Figure 1. Routing congestion map.
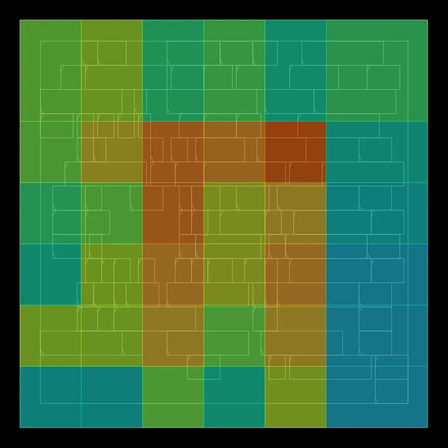
Figure 2. M1 wires.
Scale bar: 10 um.
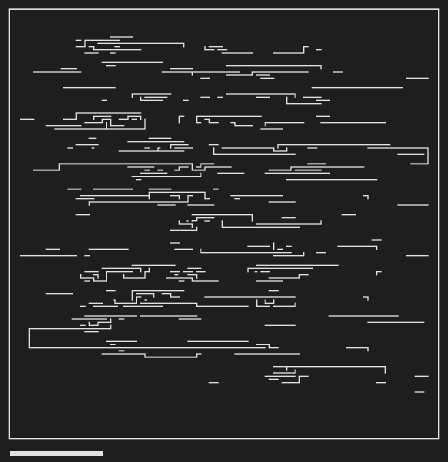
Figure 3. Local utilization.
Scale bar: 10 um. The die is cut into 9 by 9 equal tiles; black is low, pale yellow is high, 0 to 100% covered.
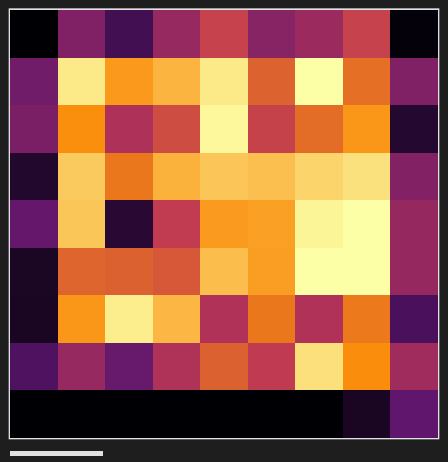
Figure 4. The metal 2 layer.
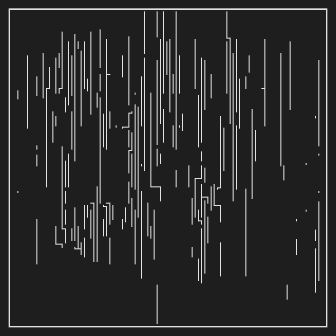
$ cat src/rtl/bexkat1_exceptions_pkg.sv
// Shared bexkat1 exception code definitions used across the CPU and its peripherals.
package bexkat1_exceptions_pkg;

  localparam logic [3:0] EXC_RESET    = 4'h0;
  localparam logic [3:0] EXC_ILLOP    = 4'h1;
  localparam logic [3:0] EXC_TIMER0   = 4'h2;
  localparam logic [3:0] EXC_TIMER1   = 4'h3;
  localparam logic [3:0] EXC_TIMER2   = 4'h4;
  localparam logic [3:0] EXC_TIMER3   = 4'h5;
  localparam logic [3:0] EXC_UART0_RX = 4'h6;
  localparam logic [3:0] EXC_UART0_TX = 4'h7;
  localparam logic [3:0] EXC_MMU      = 4'h8;

endpackage

$ cat src/rtl/bexkat1_intr_pkg.sv
// Types and helpers for the CPU-side interrupt acceptor: state encoding,
// acknowledge vector layout and the exception-code to acknowledge-bit mapping.
package bexkat1_intr_pkg;
  import bexkat1_exceptions_pkg::*;

  localparam int unsigned TIMER_N  = 4;
  localparam int unsigned SERIAL_N = 2;

  typedef enum logic [2:0] {
    ST_IDLE,
    ST_REQ,
    ST_ACK,
    ST_INSERVICE,
    ST_HOLD
  } intr_state_t;

  typedef struct packed {
    logic [TIMER_N-1:0]  timer;
    logic [SERIAL_N-1:0] serial0;
    logic                mmu;
  } ack_vec_t;

  // Codes that do not belong to a known source map to an all-zero vector.
  function automatic ack_vec_t code_to_ack(input logic [3:0] code);
    ack_vec_t v;
    v = '0;
    case (code)
      EXC_TIMER0:   v.timer[0]   = 1'b1;
      EXC_TIMER1:   v.timer[1]   = 1'b1;
      EXC_TIMER2:   v.timer[2]   = 1'b1;
      EXC_TIMER3:   v.timer[3]   = 1'b1;
      EXC_UART0_TX: v.serial0[0] = 1'b1;
      EXC_UART0_RX: v.serial0[1] = 1'b1;
      EXC_MMU:      v.mmu        = 1'b1;
      default:      v            = '0;
    endcase
    return v;
  endfunction

endpackage

$ cat src/rtl/interrupt_acceptor_if.sv
// CPU-side interrupt handshake: request/code towards the core, enable/ack/done back.
interface interrupt_acceptor_if;

  logic       enabled_i;
  logic       int_ack_i;
  logic       int_done_i;
  logic       int_req_o;
  logic [3:0] int_code_o;

  modport master (
    input  enabled_i,
    input  int_ack_i,
    input  int_done_i,
    output int_req_o,
    output int_code_o
  );

  modport slave (
    output enabled_i,
    output int_ack_i,
    output int_done_i,
    input  int_req_o,
    input  int_code_o
  );

endinterface

$ cat src/rtl/interrupt_acceptor_ack_decode.sv
// Combinational decode of an exception code into per-source one-hot acknowledges,
// gated by a strobe so nothing is driven outside the acknowledge window.
module interrupt_ack_decode
  import bexkat1_intr_pkg::*;
(
  input  logic [3:0]          code,
  input  logic                strobe,
  output logic [TIMER_N-1:0]  timer_ack,
  output logic [SERIAL_N-1:0] serial0_ack,
  output logic                mmu_ack
);

  ack_vec_t vec;

  always_comb begin
    // NOTE: default every combinational output first so no path can infer a latch.
    vec = '0;
    if (strobe) vec = code_to_ack(code);
  end

  assign timer_ack   = vec.timer;
  assign serial0_ack = vec.serial0;
  assign mmu_ack     = vec.mmu;

endmodule

$ cat src/rtl/interrupt_acceptor.sv
// Presents one prioritised exception at a time to the bexkat1 core, pulses the
// originating source's acknowledge, then blocks until handler completion plus hold-off.
module interrupt_acceptor
  import bexkat1_exceptions_pkg::*;
  import bexkat1_intr_pkg::*;
#(
  parameter int unsigned ACK_CYCLES = 1,
  parameter int unsigned HOLDOFF    = 2
) (
  input  logic                clk_i,
  input  logic                rst_i,
  input  logic [3:0]          exc_code_i,
  interrupt_acceptor_if.master cpu,
  output logic [TIMER_N-1:0]  timer_ack_o,
  output logic [SERIAL_N-1:0] serial0_ack_o,
  output logic                mmu_ack_o,
  output logic                busy_o
);

  localparam int unsigned ACK_W  = (ACK_CYCLES > 1) ? $clog2(ACK_CYCLES) : 1;
  localparam int unsigned HOLD_W = (HOLDOFF > 1) ? $clog2(HOLDOFF + 1) : 1;

  intr_state_t         state;
  logic                int_req_q;
  logic [3:0]          int_code_q;
  logic [ACK_W-1:0]    ack_cnt;
  logic [HOLD_W-1:0]   hold_cnt;

  logic                ack_strobe;
  logic [TIMER_N-1:0]  timer_ack_d;
  logic [SERIAL_N-1:0] serial0_ack_d;
  logic                mmu_ack_d;

  // High whenever the next cycle is an acknowledge cycle, so the registered
  // pulse lines up exactly with the ACK state.
  assign ack_strobe = (state == ST_REQ && cpu.int_ack_i) ||
                      (state == ST_ACK && ack_cnt != '0);

  interrupt_ack_decode u_decode (
    .code        (int_code_q),
    .strobe      (ack_strobe),
    .timer_ack   (timer_ack_d),
    .serial0_ack (serial0_ack_d),
    .mmu_ack     (mmu_ack_d)
  );

  always_ff @(posedge clk_i or negedge rst_i) begin
    if (!rst_i) begin
      state         <= ST_IDLE;
      int_req_q     <= 1'b0;
      int_code_q    <= EXC_RESET;
      ack_cnt       <= '0;
      hold_cnt      <= '0;
      busy_o        <= 1'b0;
      timer_ack_o   <= '0;
      serial0_ack_o <= '0;
      mmu_ack_o     <= 1'b0;
    end else begin
      // NOTE: sequential state uses non-blocking assignments so every register
      // sees the pre-edge values of the others.
      timer_ack_o   <= timer_ack_d;
      serial0_ack_o <= serial0_ack_d;
      mmu_ack_o     <= mmu_ack_d;

      unique case (state)
        ST_IDLE: begin
          if (cpu.enabled_i && exc_code_i != EXC_RESET) begin
            state      <= ST_REQ;
            int_req_q  <= 1'b1;
            int_code_q <= exc_code_i;
            busy_o     <= 1'b1;
          end
        end

        ST_REQ: begin
          // An ack in the same cycle as a disable still completes the handshake.
          if (cpu.int_ack_i) begin
            state     <= ST_ACK;
            int_req_q <= 1'b0;
            ack_cnt   <= ACK_W'(ACK_CYCLES - 1);
          end else if (!cpu.enabled_i) begin
            state      <= ST_IDLE;
            int_req_q  <= 1'b0;
            int_code_q <= EXC_RESET;
            busy_o     <= 1'b0;
          end
        end

        ST_ACK: begin
          if (ack_cnt == '0) state <= ST_INSERVICE;
          else               ack_cnt <= ack_cnt - 1'b1;
        end

        ST_INSERVICE: begin
          if (cpu.int_done_i) begin
            int_code_q <= EXC_RESET;
            if (HOLDOFF > 0) begin
              state    <= ST_HOLD;
              hold_cnt <= HOLD_W'(HOLDOFF);
            end else begin
              state  <= ST_IDLE;
              busy_o <= 1'b0;
            end
          end
        end

        ST_HOLD: begin
          if (hold_cnt <= HOLD_W'(1)) begin
            state    <= ST_IDLE;
            hold_cnt <= '0;
            busy_o   <= 1'b0;
          end else begin
            hold_cnt <= hold_cnt - 1'b1;
          end
        end

        default: begin
          state     <= ST_IDLE;
          int_req_q <= 1'b0;
          busy_o    <= 1'b0;
        end
      endcase
    end
  end

  assign cpu.int_req_o  = int_req_q;
  assign cpu.int_code_o = int_code_q;

endmodule

$ cat src/flat_wrapper.sv
// flat-port wrapper written by rule: the top's interface ports become plain ports
module interrupt_acceptor_flat import bexkat1_exceptions_pkg::*; import bexkat1_intr_pkg::*;
#(
  parameter int unsigned ACK_CYCLES = 1,
  parameter int unsigned HOLDOFF    = 2
)
  (clk_i, rst_i, exc_code_i, timer_ack_o, serial0_ack_o, mmu_ack_o, busy_o, cpu_enabled_i, cpu_int_ack_i, cpu_int_done_i, cpu_int_req_o, cpu_int_code_o);
  interrupt_acceptor_if cpu_i ();
  input  logic clk_i;
  input  logic rst_i;
  input  logic [3:0] exc_code_i;
  output logic [TIMER_N-1:0] timer_ack_o;
  output logic [SERIAL_N-1:0] serial0_ack_o;
  output logic mmu_ack_o;
  output logic busy_o;
  input wire logic [$bits(cpu_i.enabled_i)-1:0] cpu_enabled_i;
  input wire logic [$bits(cpu_i.int_ack_i)-1:0] cpu_int_ack_i;
  input wire logic [$bits(cpu_i.int_done_i)-1:0] cpu_int_done_i;
  output wire logic [$bits(cpu_i.int_req_o)-1:0] cpu_int_req_o;
  output wire logic [$bits(cpu_i.int_code_o)-1:0] cpu_int_code_o;
  assign cpu_i.enabled_i = cpu_enabled_i;
  assign cpu_i.int_ack_i = cpu_int_ack_i;
  assign cpu_i.int_done_i = cpu_int_done_i;
  assign cpu_int_req_o = cpu_i.int_req_o;
  assign cpu_int_code_o = cpu_i.int_code_o;
  interrupt_acceptor #(.ACK_CYCLES(ACK_CYCLES), .HOLDOFF(HOLDOFF)) u_core (.clk_i(clk_i), .rst_i(rst_i), .exc_code_i(exc_code_i), .cpu(cpu_i), .timer_ack_o(timer_ack_o), .serial0_ack_o(serial0_ack_o), .mmu_ack_o(mmu_ack_o), .busy_o(busy_o));
endmodule
$ cat config.mk
export PLATFORM = sky130hd
export DESIGN_NAME = interrupt_acceptor_flat
export DESIGN_NICKNAME = d
export VERILOG_FILES = /design/src/rtl/bexkat1_exceptions_pkg.sv /design/src/rtl/bexkat1_intr_pkg.sv /design/src/rtl/interrupt_acceptor_if.sv /design/src/rtl/interrupt_acceptor_ack_decode.sv /design/src/rtl/interrupt_acceptor.sv /design/src/flat_wrapper.sv
export SDC_FILE = /design/constraint.sdc
export NUM_CORES = 1
export LEC_CHECK = 0
export CAP_MARGIN = 0
export CORE_MARGIN = 2
export CORE_UTILIZATION = 51
export DETAILED_ROUTE_END_ITERATION = 8
export MAX_ROUTING_LAYER = met4
export PLACE_DENSITY = 0.82
export SLEW_MARGIN = 20
export SYNTH_ARGS = -nofsm -noshare
export SYNTH_HDL_FRONTEND = slang
export SYNTH_HIERARCHICAL = 1
export SYNTH_SLANG_ARGS = --single-unit
export TNS_END_PERCENT = 20
$ cat constraint.sdc
create_clock -name clk_i -period 4.5 [get_ports clk_i]
set_input_delay 0.9 -clock clk_i [delete_from_list [all_inputs] [get_ports clk_i]]
set_output_delay 0.9 -clock clk_i [all_outputs]
set_load 0.02 [all_outputs]
==> flow_summary.toml <==
# flow metrics
[layout]
final_nets = 109
sh_comb_area_pct = 37.1
area_delta_synth_final_pct = 26.3
dominant_cells = "flip-flops and latches"
sequential_cell_total = 18
final.signal_buffer_count = 21
final-seq-area_um2 = 450
comb_cells = 54
layout_top_cell_excl_fill_tap = "clkdlybuf4s50_1"
combinational_area_um2 = 419
non_clock_buffering_overhead_in_the_final_layout_pct = 18.6
antennaDiodeCount = 0
layout.non_clock_inverters = 2
area.share.sequential_pct = 39.8
layout.clock_buffers = 3
count_of_filler_cells_inserted_in_the_layout = 140

[global_route]
grt_start_max_net_pins = 19
gr-usage-all-layers_pct = 17.4
total_gr_overflow = 0
antenna_violations_before_repair = 0
wire_length_of_the_first_global_routing_pass_um = 2550

[clock_tree]
clock_tree.buffer_depth = 2
cts.root.buffer_cell = "clkbuf_4"
ctsHoldBuffers = 0
htree_num_levels = 1
cts-resized-gates = 0
cts_made_buffers = 3
clock-sinks = 18
worst_setup_hold_path_clk_slew_ps = 100
latest_clock_arrival_within_the_worst_skew_pair_ps = 290

[setup_path]
timing.critical_path.depth = 1
worstPathCellList = "clkdlybuf4s50_1"
worstPathRequired_ps = 3600
critical_path.endpoint_type = "output pin"
critical_path.startpoint = "u_core/cpu.int_code_o[0]"
cp_slowest_stage_delay_ps = 670
worstReg2RegEnd = "u_core/mmu_ack_o"
reg2reg_slack_ps = 2870
worst_setup_path_end = "cpu_int_code_o[0]"
critPathKind = "flop to output pin"
r2r.worst_path.cells = 4
slowest_stage = "clkdlybuf4s50_1"
worst-path-max-fanout = 7
critPathLaunchType = "flop"
buffers_and_inverters_on_the_worst_path = 1
r2r_start = "u_core/state[0]"
critical-path-top-delay-family = "buffers and inverters"
crit_arrival_ps = 1470

[final_timing]
max_freq_mhz = 421
timing.slew.headroom_pct = 48.4
timing.final.hold_violations = 0
slew_violations = 0
final.setup_skew_ps = 5.34
rsz_0062_raised_after_global_routing = "no"
tightest_slew_ps = 772
timing.final.crit_period_ps = 2370
final.setup.tns_ps = 0

[synth]
yosys_cells = 77
synth-warning-count = 6
yosysTopAreaCellShare_pct = 50.3
synth.yosys.seq_area_share_pct = 50.3
synth.cellmix.compoundShare_pct = 15.6
synthesized_cell_area_um2 = 896
synth_cells = 77
synthDistinctLibCells = 28
yosys_most_used_dff = "dfrtp_1"
synth.cellmix.simpleShare_pct = 24.4
postSynthNetCount = 86
synth-async-reset-ratio_pct = 100
cell_area_leaders = "dfrtp_1, mux2_4, nor3_1, o21ai_0, o41ai_4"
ys_top_cells_by_count = "dfrtp_1, nor2_1, nor3_1, o21ai_0"
synth_top_cell_by_count = "dfrtp_1"
ys_sh_mux_pct = 6.70
yosys-stat-area_um2 = 896
enable_flop_cells = 0
ys_sh_xor_pct = 0
seq_cells_post_synth = 18
synth.logic.top_family = "simple AND/OR/NAND/NOR gates"

[die]
well_tap_count = 17
dieArea_um2 = 2110
fp-row-count = 15
io-pin-count = 22
die_height_um = 45.9
dieWidth_um = 45.9

[outcome]
status = "completed"

[min_path]
worst_hold_path.num_cells = 2
hold_class = "flop to flop"
worst_hold_startpoint = "u_core/busy_o"
min_delay_worst_endpoint = "u_core/busy_o"

[routing]
ant_nets = 0
post-route-drc-count = 0
drt_pass1_iterations = 4
drtIter0Drc = 7
detail_route.vias_per_cell = 5.70

[place]
dp_hpwl_um = 1220
numPortBuffers = 21
place.detailed.instances = 112

[flow_run]
stage_log_warnings = 26
drv.max_cap_violation_count = 0

[power]
vdd.ir_drop.worst_mv = 0.306
p_leak_uw = 0.000508
power_density_nw_per_um2 = 592
Notes on Figure 1 above:
routed length per instance: 14.2 um
met2 track demand over resource: 28.1%
met3 routing resource usage after global routing: 3.57%
Finished Core Util: 67.0%

Notes on Figure 2 above:
The wires run mostly horizontal. 96 nets have wire on it. The layer carries 727 um of wire. The longest straight run is 25.3 um. The layer holds 45% of the routed length.
drt total wl: 1630 um
routing usage on met1: 21.2%

Notes on Figure 3 above:
The mean over all tiles is 53%. 11% of the tiles are nearly empty. The emptiest ninth of the die: bottom left.
area of the core: 1690 um^2
floorplan core density: 53.0%

Notes on Figure 4 above:
The wires run mostly vertical. The longest straight run is 21.4 um. 92 nets have wire on it.
total vias in the final route: 655

-- stage by stage --
step                      utilization (%)  hold WS, ps  area (um^2)  setup slack [ps]
final                                67.0          565         1130              2130
after global routing                 67.0          598         1130              2050
after CTS                            67.0          572         1130              2100
after detailed placement             65.6          550         1110              1970
after global placement               65.6          542         1110              2030
after floorplan                         -          509          896              2540
-- where the power goes --
part	total, uW	internal [uW]	leakage (uW)	switching (uW)
Sequential	296	208	0.000232	87.7
Clock	77.3	31.1	0.0000138	46.2
Combinational	296	165	0.000262	131
Total	669	404	0.000508	265
-- routing by layer --
metal  global-route usage [%]  up-vias  wire length, um
met2                     28.1       20              846
met3                     3.57        0               58
met5                        -        -                0
met1                     21.2      319              726
li1                         -      316                -
met4                     6.86        0                0
Power and IR drop assume default switching activity.
